**src/rtl/jk_reg_bank_if.sv**
```systemverilog
// Control/data bundle for jk_reg_bank: the master drives the update controls,
// and the slave (the register bank) returns its state and status flags.
interface jk_reg_bank_if #(
    parameter int WIDTH = 4
);
    logic             en;
    logic [1:0]       mode;
    logic [WIDTH-1:0] j;
    logic [WIDTH-1:0] k;
    logic [WIDTH-1:0] d;
    logic [WIDTH-1:0] q;
    logic [WIDTH-1:0] qbar;
    logic             tc;
    logic [WIDTH-1:0] chg;

    modport master (
        output en, mode, j, k, d,
        input  q, qbar, tc, chg
    );

    modport slave (
        input  en, mode, j, k, d,
        output q, qbar, tc, chg
    );
endinterface

```
**src/rtl/jk_reg_bank.sv**
```systemverilog
// WIDTH-bit bank of JK flip-flops with built-in modulo up/down counting,
// parallel load, terminal-count detection and a per-bit change flag.
module jk_reg_bank #(
    parameter int               WIDTH       = 4,
    parameter logic [WIDTH-1:0] RESET_VALUE = '0,
    parameter int unsigned      MAX_COUNT   = 15
) (
    input  logic               clk,
    input  logic               clr,
    jk_reg_bank_if.slave       bus
);

    localparam logic [1:0] MODE_JK   = 2'b00;
    localparam logic [1:0] MODE_UP   = 2'b01;
    localparam logic [1:0] MODE_DOWN = 2'b10;
    localparam logic [1:0] MODE_LOAD = 2'b11;

    localparam logic [WIDTH-1:0] MAX_W = WIDTH'(MAX_COUNT);
    localparam logic [WIDTH-1:0] ONE_W = WIDTH'(1);

    logic [WIDTH-1:0] q_q;
    logic [WIDTH-1:0] q_d;
    logic [WIDTH-1:0] chg_q;
    logic [WIDTH-1:0] chg_d;
    logic [WIDTH-1:0] q_next;

    always_comb begin
        q_next = q_q;
        unique case (bus.mode)
            MODE_JK: begin
                for (int i = 0; i < WIDTH; i++) begin
                    unique case ({bus.j[i], bus.k[i]})
                        2'b00:   q_next[i] = q_q[i];
                        2'b01:   q_next[i] = 1'b0;
                        2'b10:   q_next[i] = 1'b1;
                        default: q_next[i] = ~q_q[i];
                    endcase
                end
            end
            // Out-of-range values (e.g. after a load) snap back into range on the next count.
            MODE_UP: begin
                if (q_q >= MAX_W) begin
                    q_next = '0;
                end else begin
                    q_next = q_q + ONE_W;
                end
            end
            MODE_DOWN: begin
                if (q_q == '0 || q_q > MAX_W) begin
                    q_next = MAX_W;
                end else begin
                    q_next = q_q - ONE_W;
                end
            end
            default: q_next = bus.d;
        endcase
    end

    always_comb begin
        q_d   = q_q;
        chg_d = '0;
        if (bus.en) begin
            q_d   = q_next;
            chg_d = q_q ^ q_next;
        end
    end

    always_ff @(posedge clk) begin
        if (!clr) begin
            q_q   <= RESET_VALUE;
            chg_q <= '0;
        end else begin
            q_q   <= q_d;
            chg_q <= chg_d;
        end
    end

    assign bus.q    = q_q;
    assign bus.qbar = ~q_q;
    assign bus.chg  = chg_q;
    assign bus.tc   = bus.en & (((bus.mode == MODE_UP) & (q_q == MAX_W)) |
                                ((bus.mode == MODE_DOWN) & (q_q == '0)));

endmodule
```
**src/flat_wrapper.sv**
```systemverilog
// flat-port wrapper written by rule: the top's interface ports become plain ports
module jk_reg_bank_flat 
#(
    parameter int               WIDTH       = 4,
    parameter logic [WIDTH-1:0] RESET_VALUE = '0,
    parameter int unsigned      MAX_COUNT   = 15
)
  (clk, clr, bus_en, bus_mode, bus_j, bus_k, bus_d, bus_q, bus_qbar, bus_tc, bus_chg);
  jk_reg_bank_if #(.WIDTH(WIDTH)) bus_i ();
  input  logic clk;
  input  logic clr;
  input wire logic [$bits(bus_i.en)-1:0] bus_en;
  input wire logic [$bits(bus_i.mode)-1:0] bus_mode;
  input wire logic [$bits(bus_i.j)-1:0] bus_j;
  input wire logic [$bits(bus_i.k)-1:0] bus_k;
  input wire logic [$bits(bus_i.d)-1:0] bus_d;
  output wire logic [$bits(bus_i.q)-1:0] bus_q;
  output wire logic [$bits(bus_i.qbar)-1:0] bus_qbar;
  output wire logic [$bits(bus_i.tc)-1:0] bus_tc;
  output wire logic [$bits(bus_i.chg)-1:0] bus_chg;
  assign bus_i.en = bus_en;
  assign bus_i.mode = bus_mode;
  assign bus_i.j = bus_j;
  assign bus_i.k = bus_k;
  assign bus_i.d = bus_d;
  assign bus_q = bus_i.q;
  assign bus_qbar = bus_i.qbar;
  assign bus_tc = bus_i.tc;
  assign bus_chg = bus_i.chg;
  jk_reg_bank #(.WIDTH(WIDTH), .RESET_VALUE(RESET_VALUE), .MAX_COUNT(MAX_COUNT)) u_core (.clk(clk), .clr(clr), .bus(bus_i));
endmodule
```
**config.mk**
```make
export PLATFORM = sky130hd
export DESIGN_NAME = jk_reg_bank_flat
export DESIGN_NICKNAME = d
export VERILOG_FILES = /design/src/rtl/jk_reg_bank_if.sv /design/src/rtl/jk_reg_bank.sv /design/src/flat_wrapper.sv
export SDC_FILE = /design/constraint.sdc
export NUM_CORES = 1
export LEC_CHECK = 0
export ABC_AREA = 1
export CORE_MARGIN = 5
export CORE_UTILIZATION = 42
export CTS_CLUSTER_DIAMETER = 120
export CTS_CLUSTER_SIZE = 30
export DETAILED_ROUTE_END_ITERATION = 8
export MAX_ROUTING_LAYER = met4
export PLACE_DENSITY_LB_ADDON = 0.25
export SYNTH_ARGS = -nofsm -noshare
export SYNTH_HDL_FRONTEND = slang
export SYNTH_SLANG_ARGS = --single-unit
```
**constraint.sdc**
```tcl
create_clock -name clk -period 3.4 [get_ports clk]
set_clock_uncertainty 0.2 [all_clocks]
set_input_delay 0.51 -clock clk [delete_from_list [all_inputs] [get_ports clk]]
set_output_delay 0.51 -clock clk [all_outputs]
set_load 0.02 [all_outputs]
```
**Run 1: PDN straps and rails**

Scale bar: 10 um. Pins as bars on the die edge. Tap cells in grey.
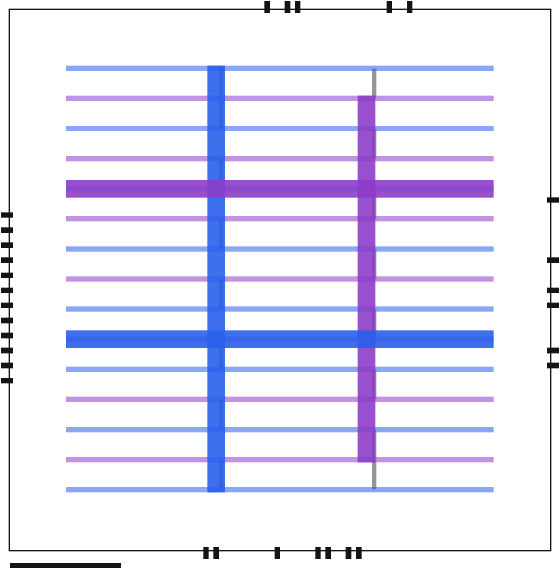
VDD -> purple
VSS -> blue
rows = 14
tap cells = 16
met1 rails = 15
signal pins = 30
met4 straps = 2
core area: 1471 sq um
DIE HEIGHT: 48.79 um
die width: 48.79 um
maximum vdd drop: 0.0002740 V

**Run 1: placement by cell class**

Scale bar: 10 um.
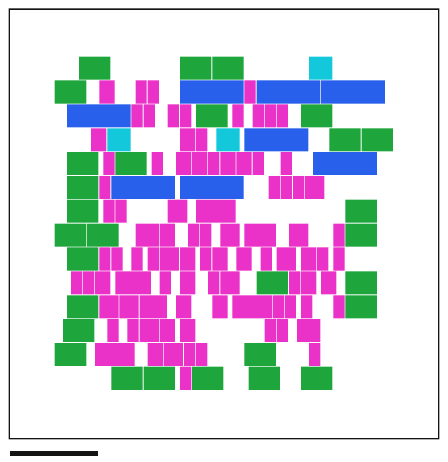
flip-flops -> blue  # cells 8, share of their area 17%
all other logic -> magenta  # cells 91, share of their area 49%
cells driving clock nets -> cyan  # cells 3, share of their area 2.4%
other buffers and delay cells -> green  # cells 29, share of their area 32%
Final Util: 63.95%
fin area: 940.9 sq um
Seq/total area: 17.02%
Rows: 14

**Run 1: clock network drawn from the DEF**

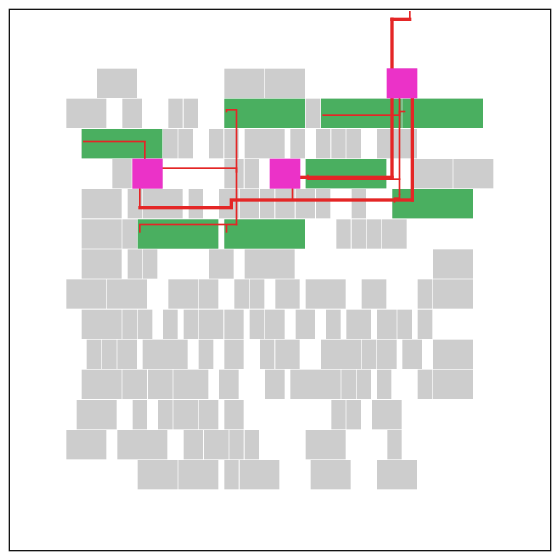
cells driving clock nets -> magenta  # count 3
flip-flops -> green  # count 8
clock wires -> red  # length 134 um
routed clock nets = 4
clock network fraction of total power: 24.2%
Worst-Skew Late Latency: 260 ps

-- run 1: registers in the layout, summed over array words and instances, names as in the netlist --
name and cells:
u_core.bus.chg 4, u_core.bus.q 4
-- run 1: cell usage after synthesis --
cell type	number
a21oi_1	4
buf_2	1
buf_4	1
buf_6	1
dfxtp_1	8
ha_1	2
inv_1	12
inv_2	1
nand2_1	23
nand3_1	9
nand3_2	1
nand4_1	5
nand4_2	1
nor2_1	15
nor2_2	3
nor2_4	1
nor3_1	1
o211ai_1	2
o21ai_0	6
o21ai_1	1
o21ai_2	1
o22ai_1	1
or2_1	1
or2_2	1
-- run 1: logic make-up after synthesis --
family	count (synthesis)	synth area share [%]
AND/OR/NAND/NOR	61	45.74
buffers and inverters	16	11.48
AND-OR/OR-AND	15	13.47
flip-flops	8	25.35
adder cells (fa/ha/maj)	2	3.960
==> results.py, run 1 <==
# Flow results
metrics = {
    "status": {
        "status": "finished, final reports clean",
    },
    "routing": {
        "vias": 760,
        "drt-wirelength-per-cell_um": 12.40,
        "wl_met1_um": 809,
        "drtAntennaViolNets": 0,
        "vias_per_cell": 5.170,
        "wl_met3_um": 126,
    },
    "worst_setup_path": {
        "path_cells": "inv_1 > ha_1 > inv_1 > nor3_1 > nand2_1 > a21oi_1 > clkdlybuf4s50_1",
        "crit_top_cell": "inv_1",
        "cpLargestDelayFamily": "buffers and inverters",
        "cp_slowest_cell": "clkdlybuf4s50_1",
        "crit_arrival_ps": 2230,
        "start_kind": "flip-flop",
        "critPathLaunch": "u_core.bus.q[0]$_SDFFE_PN0P_",
        "reg2reg_to": "u_core.bus.chg[1]$_SDFF_PN0_",
        "endpoint_kind": "output port",
        "critPathMaxStageDelay_ps": 620,
    },
    "final_layout": {
        "nClkBuffers": 3,
        "final_cell_count_no_fill": 147,
        "buf_share_pct": 30.85,
        "largest_cell_class": "multi-input combinational cells",
        "logic_area_sq_um": 399.1,
        "n_fill_cell": 142,
        "inverters": 13,
        "num-nonclk-buffers": 29,
        "mostFrequentLayoutCell": "clkdlybuf4s50_1",
        "seq_area_sq_um": 160.2,
    },
    "power": {
        "p_comb_share_pct": 39.0,
        "seqPwrFrac_pct": 36.8,
        "powerDensity_nw_per_um2": 329.7,
        "finalPower_mw": 0.3102,
        "pg_comb_mw": 0.121,
        "maxPowerGroup": "combinational cells",
    },
    "logic_synthesis": {
        "top_area_cell": "dfxtp_1",
        "yosys_area_sq_um": 631.9,
        "syn_avg_cell_area_sq_um": 6.195,
        "ys_top_cells_by_area": "dfxtp_1 25%, nand2_1 14%, nor2_1 8.9%",
        "fp_nets": 121,
        "ys_cells": 102,
        "yosysUniqueCellTypes": 24,
        "netlist_instances": 102,
    },
    "worst_hold_path": {
        "hold_depth": 2,
        "min_to": "u_core.bus.q[1]$_SDFFE_PN0P_",
        "holdCritPathClass": "reg2reg",
        "hold_start": "u_core.bus.q[1]$_SDFFE_PN0P_",
    },
    "timing": {
        "max_freq_mhz": 340.5,
        "slew_violations": 0,
        "tightest_slew_ps": 505.9,
        "rsz0062_at_grt": "false",
        "period_minus_slack_ps": 2937,
        "max_slew_margin_pct": 66.22,
        "finalHoldViolCount": 0,
        "tns_ps": 0,
    },
    "place": {
        "dp_slack_ps": 504.3,
        "numPortBuffers": 29,
        "placed_area_sq_um": 918.4,
        "hpwlAfterDp_mm": 1.417,
    },
    "global_routing": {
        "grtUsageMet3_pct": 6.422,
        "grt_max_degree": 16,
        "grt_pass1_vias": 700,
        "grt_pass1_wl_mm": 2.953,
        "grt_usage_pct": 15.99,
        "top_usage_layer": "met2",
        "grt_antenna_before_repair": 0,
    },
    "die": {
        "ios": 30,
        "tapCellCount": 16,
        "dieArea_sq_um": 2380,
    },
    "clocking": {
        "cts_hold_buf": 0,
        "clockBufferDepth": 2,
        "cts_setup_buffers": 0,
        "clkSlewWorstSetupHoldPaths_ps": 60,
        "cts.repair.resized": 0,
        "htree_levels": 1,
    },
    "run": {
        "maxCapViolCount": 0,
    },
}
## Run 2: what changed since run 1
- CORE_ASPECT_RATIO: unset -> 0.75
- CORE_UTILIZATION: 42 -> 30
**Run 2: track usage over the die**

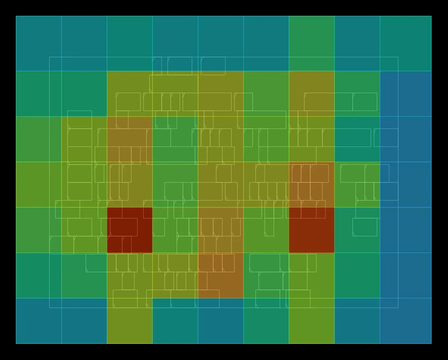
GR Layer Usage met1: 13.72%
Wirelength per Cell: 11.08 um

==> results.py, run 2 <==
# Flow results
metrics = {
    "run": {
        "maxCapViolCount": 0,
    },
    "routing": {
        "wl_met3_um": 172,
        "vias_per_cell": 4.748,
        "wl_met1_um": 841,
        "vias": 736,
    },
    "worst_setup_path": {
        "cpLargestDelayFamily": "buffers and inverters",
        "cp_slowest_cell": "clkdlybuf4s50_1",
        "start_kind": "input port",
        "path_cells": "clkdlybuf4s50_1 > inv_1 > nor2_2 > nand2_1 > a21oi_1 > clkdlybuf4s50_1",
        "crit_top_cell": "clkdlybuf4s50_1",
        "endpoint_kind": "output port",
        "crit_arrival_ps": 2150,
        "critPathMaxStageDelay_ps": 610,
        "reg2reg_to": "u_core.bus.chg[1]$_SDFF_PN0_",
    },
    "clocking": {
        "cts_hold_buf": 0,
        "htree_levels": 1,
        "cts.repair.resized": 0,
        "clockBufferDepth": 2,
        "clkSlewWorstSetupHoldPaths_ps": 50,
        "clock_latency_ps": 260,
    },
    "timing": {
        "period_minus_slack_ps": 2860,
        "rsz0062_at_grt": "false",
        "slew_violations": 0,
        "tns_ps": 0,
        "max_slew_margin_pct": 67.46,
        "max_freq_mhz": 349.7,
        "finalHoldViolCount": 0,
    },
    "final_layout": {
        "mostFrequentLayoutCell": "clkdlybuf4s50_1",
    },
    "logic_synthesis": {
        "yosys_area_sq_um": 631.9,
        "xor_area_share_pct": 0,
        "syn_avg_cell_area_sq_um": 6.195,
        "netlist_instances": 102,
        "yosys.area_share.simple_pct": 45.74,
        "async_flop_share_pct": 0,
        "ys_cells": 102,
        "synthTopCellsByCount": "23 x nand2_1, 15 x nor2_1, 12 x inv_1",
        "synth-edff-count": 0,
        "compound_area_share_pct": 13.47,
        "logic_family": "simple AND/OR/NAND/NOR gates",
        "adder_share_pct": 3.960,
        "mux_share_pct": 0,
        "ff_type": "dfxtp_1",
        "ys_top_cells_by_area": "dfxtp_1 25%, nand2_1 14%, nor2_1 8.9%",
        "fp_nets": 121,
    },
    "worst_hold_path": {
        "hold_start": "u_core.bus.q[0]$_SDFFE_PN0P_",
        "min_to": "u_core.bus.chg[0]$_SDFF_PN0_",
        "hold_depth": 2,
    },
    "power": {
        "pg_comb_mw": 0.120,
        "finalPower_mw": 0.3062,
        "seqPwrFrac_pct": 37.1,
        "clkPwrFrac_pct": 23.8,
        "powerDensity_nw_per_um2": 322.0,
        "maxPowerGroup": "combinational cells",
        "ir_drop_v": 0.0001755,
    },
    "global_routing": {
        "grt_usage_pct": 11.74,
        "grt_pass1_wl_mm": 2.780,
        "grt_max_degree": 16,
        "grtUsageMet3_pct": 7.500,
        "top_usage_layer": "met2",
        "grt_antenna_before_repair": 0,
        "grt_pass1_vias": 654,
    },
    "place": {
        "hpwlAfterDp_mm": 1.407,
        "placed_area_sq_um": 928.4,
        "numPortBuffers": 29,
        "dp_slack_ps": 524.4,
    },
    "status": {
        "status": "finished, final reports clean",
    },
    "die": {
        "dieArea_sq_um": 3133,
        "chipHeight_um": 49.75,
        "rows": 14,
        "ios": 30,
    },
}
**Run 2: placement by cell class**

Scale bar: 20 um.
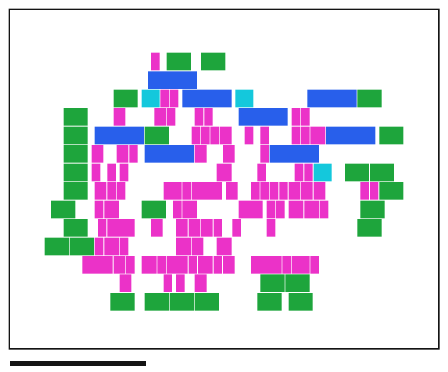
fin area: 950.9 sq um
core area: 2014 sq um
Final Util: 47.21%

[run 2: cell counts in the layout (fill, tap and decap cells not counted)]
Identical to the previous run, type by type.
[run 2: worst max-delay path by stage]
stage	slack, ps	end	cells past startpoint	start
2_1_floorplan	1020	bus_tc	7	u_core.bus.q[0]$_SDFFE_PN0P_
3_3_place_gp	560	bus_tc	6	bus_mode[1]
3_5_place_dp	520	bus_tc	6	bus_mode[1]
4_1_cts	510	bus_tc	7	u_core.bus.q[0]$_SDFFE_PN0P_
5_1_grt	320	bus_tc	7	u_core.bus.q[1]$_SDFFE_PN0P_
6_report	540	bus_tc	6	bus_mode[1]
[run 2: area by class of cell]
cell class              count  area (sq um)
clock buffers               3         22.52
fillers                   200          1064
flip-flops and latches      8         160.2
inverters                  13         48.80
repair buffers             29         290.3
multi-input cells          78         399.1
well taps                  24         30.03
## Run 3: what changed since run 2
- clock period: 3.4 -> 2.6 ns (I/O delays scaled with it)
**Run 3: placement by cell class**

Scale bar: 20 um.
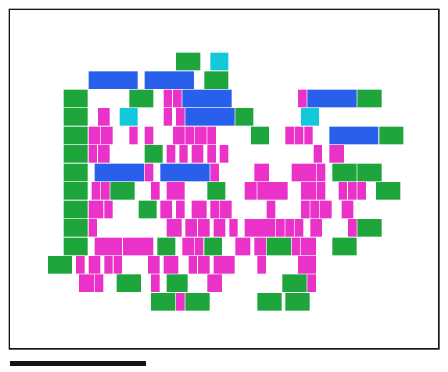
other buffers and delay cells -> green  # cells 36, share of their area 35%
flip-flops -> blue  # cells 8, share of their area 16%
all other logic -> magenta  # cells 91, share of their area 46%
cells driving clock nets -> cyan  # cells 3, share of their area 2.3%
Seq/total area: 15.98%
Final Util: 49.75%
fin area: 1002 sq um

==> results.py, run 3 <==
# Flow results
metrics = {
    "timing": {
        "rsz0062_at_grt": "false",
        "fin_ws_ps": 234.7,
        "max_freq_mhz": 422.8,
        "tns_ps": 0,
        "period_minus_slack_ps": 2365,
        "tightest_slew_ps": 362.2,
        "finalHoldViolCount": 0,
        "max_slew_margin_pct": 75.77,
        "slew_violations": 0,
    },
    "clocking": {
        "clock_latency_ps": 260,
        "cts.repair.resized": 1,
        "cts_buffers": 3,
        "clkSlewWorstSetupHoldPaths_ps": 50,
        "htree_levels": 1,
        "clockBufferDepth": 2,
        "cts_hold_buf": 0,
        "tritoncts": "built",
        "cts_setup_buffers": 0,
    },
    "global_routing": {
        "grt_pass1_wl_mm": 3.111,
        "grtUsageMet3_pct": 6.364,
        "grt_pass1_vias": 683,
        "grt_antenna_before_repair": 0,
        "met1_usage_pct": 17.37,
        "grt_max_degree": 12,
        "grt_usage_pct": 13.00,
        "top_usage_layer": "met2",
    },
    "logic_synthesis": {
        "ys_top_cells_by_area": "dfxtp_1 25%, nand2_1 14%, nor2_1 8.9%",
        "netlist_instances": 102,
        "syn_avg_cell_area_sq_um": 6.195,
        "ff_type": "dfxtp_1",
        "ys_cells": 102,
        "top_area_cell": "dfxtp_1",
        "synth_seq_share_pct": 25.35,
        "fp_nets": 121,
        "most_common_cell": "nand2_1",
        "synthTopCellsByCount": "23 x nand2_1, 15 x nor2_1, 12 x inv_1",
        "yosysUniqueCellTypes": 24,
        "yosys_area_sq_um": 631.9,
        "synth-edff-count": 0,
        "async_flop_share_pct": 0,
    },
    "routing": {
        "drt_iter0_markers": 24,
        "vias": 773,
        "drtAntennaViolNets": 0,
        "vias_per_cell": 4.772,
        "drt-wirelength-per-cell_um": 11.44,
    },
    "die": {
        "dieArea_sq_um": 3133,
        "die_w_um": 62.99,
        "core_sq_um": 2014,
        "chipHeight_um": 49.75,
        "rows": 14,
        "ios": 30,
    },
    "power": {
        "internal_power_mw": 0.2710,
        "p_leak_nw": 0.4462,
        "maxPowerGroup": "combinational cells",
        "p_comb_share_pct": 43.1,
        "powerDensity_nw_per_um2": 414.7,
        "seqPwrFrac_pct": 33.4,
        "ir_drop_v": 0.0002758,
        "pg_comb_mw": 0.179,
        "finalPower_mw": 0.4156,
    },
    "worst_setup_path": {
        "path_cells": "inv_1 > ha_1 > inv_1 > nor3_1 > nand2_1 > a21oi_1 > dlygate4sd2_1",
        "endpoint_kind": "output port",
        "cp_slowest_cell": "dlygate4sd2_1",
        "crit_path_max_fanout": 6,
        "cpLargestDelayFamily": "buffers and inverters",
        "reg2reg_to": "u_core.bus.chg[3]$_SDFF_PN0_",
        "worst_ep_required_time_ps": 2010,
        "critPathMaxStageDelay_ps": 340,
        "critPathLaunch": "u_core.bus.q[0]$_SDFFE_PN0P_",
        "worst-path-stages": 7,
        "crit_arrival_ps": 1780,
        "crit_top_cell": "inv_1",
        "endpoint": "bus_tc",
        "start_kind": "flip-flop",
        "r2r_slack_ps": 970,
    },
    "final_layout": {
        "areaGrowthSynthToFinish_pct": 58.61,
        "mostFrequentLayoutCell": "clkdlybuf4s50_1",
        "n_fill_cell": 236,
        "lay_top_cells": "28 x clkdlybuf4s50_1, 23 x nand2_1, 15 x nor2_1",
        "final_cell_count_no_fill": 162,
    },
    "status": {
        "status": "finished, final reports clean",
    },
    "place": {
        "placed_area_sq_um": 980.9,
        "numPortBuffers": 29,
        "hpwlAfterDp_mm": 1.541,
        "dp_slack_ps": 21.53,
    },
    "run": {
        "maxCapViolCount": 0,
    },
    "worst_hold_path": {
        "holdCritPathClass": "reg2reg",
        "min_to": "u_core.bus.chg[1]$_SDFF_PN0_",
        "hold_start": "u_core.bus.q[1]$_SDFFE_PN0P_",
        "hold_depth": 3,
    },
}
**Run 3: clock network drawn from the DEF**

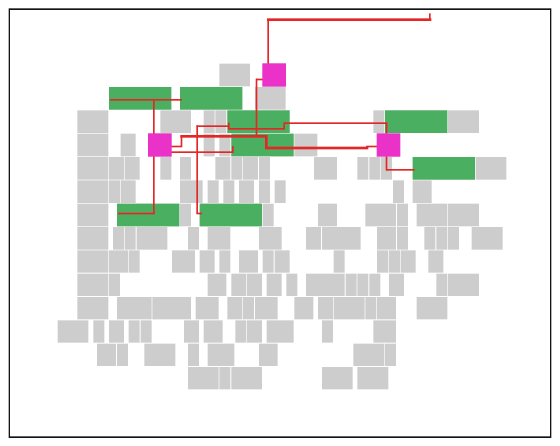
clock network fraction of total power: 23.5%
Clk power: 0.0977 mW

## run 3: cell counts after synthesis
Identical to the previous run, type by type.
## run 3: logic make-up after synthesis
group	count (synthesis)	share of synthesized area, %
AND-OR/OR-AND	15	13.47
adder cells (fa/ha/maj)	2	3.960
buffers and inverters	16	11.48
flip-flops	8	25.35
AND/OR/NAND/NOR	61	45.74
## run 3: layout make-up
type | count | area [sq um] | area share, %
inverters | 13 | 48.80 | 4.869
repair buffers | 36 | 341.6 | 34.08
clock buffers | 3 | 22.52 | 2.247
well taps | 24 | 30.03 | 2.996
flip-flops and latches | 8 | 160.2 | 15.98
multi-input cells | 78 | 399.1 | 39.83
## run 3: layer usage
layer / wire [um] / vias to the layer above
met3: 123 / 0
met4: 0 / 0
met1: 948 / 339
met2: 781 / 28
li1: - / 406
met5: 0 / -

==> notes/layouts.md <==
Pictures saved along the way, in no particular order.

Signal wires by layer.
shot_01.png
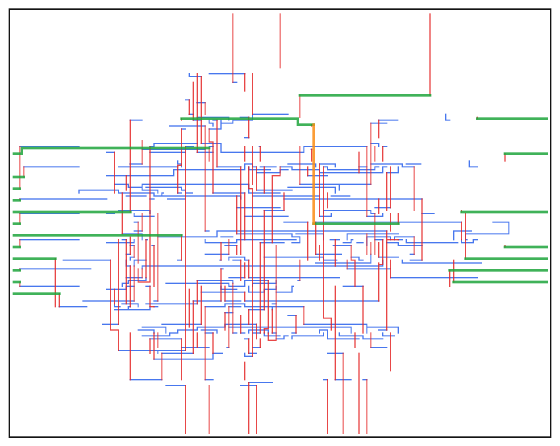
shot_02.png
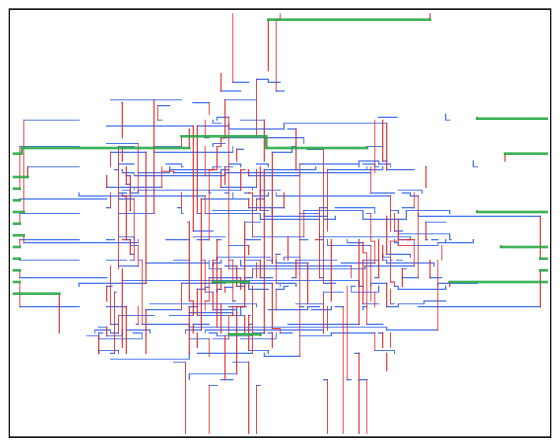
shot_03.png
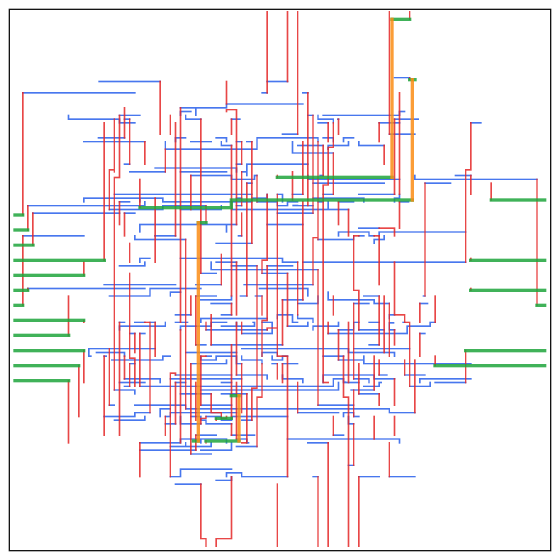
| from | picture |
|---|---|
| run 2 | shot_01.png |
| run 3 | shot_02.png |
| run 1 | shot_03.png |

Key to shot_03.png:
met3 -> green  # wire length 127 um
met4 -> orange  # wire length 49.0 um
met2 -> red  # wire length 838 um
met1 -> blue  # wire length 809 um

No activity file was given, so power comes from the tool's default toggle rates.
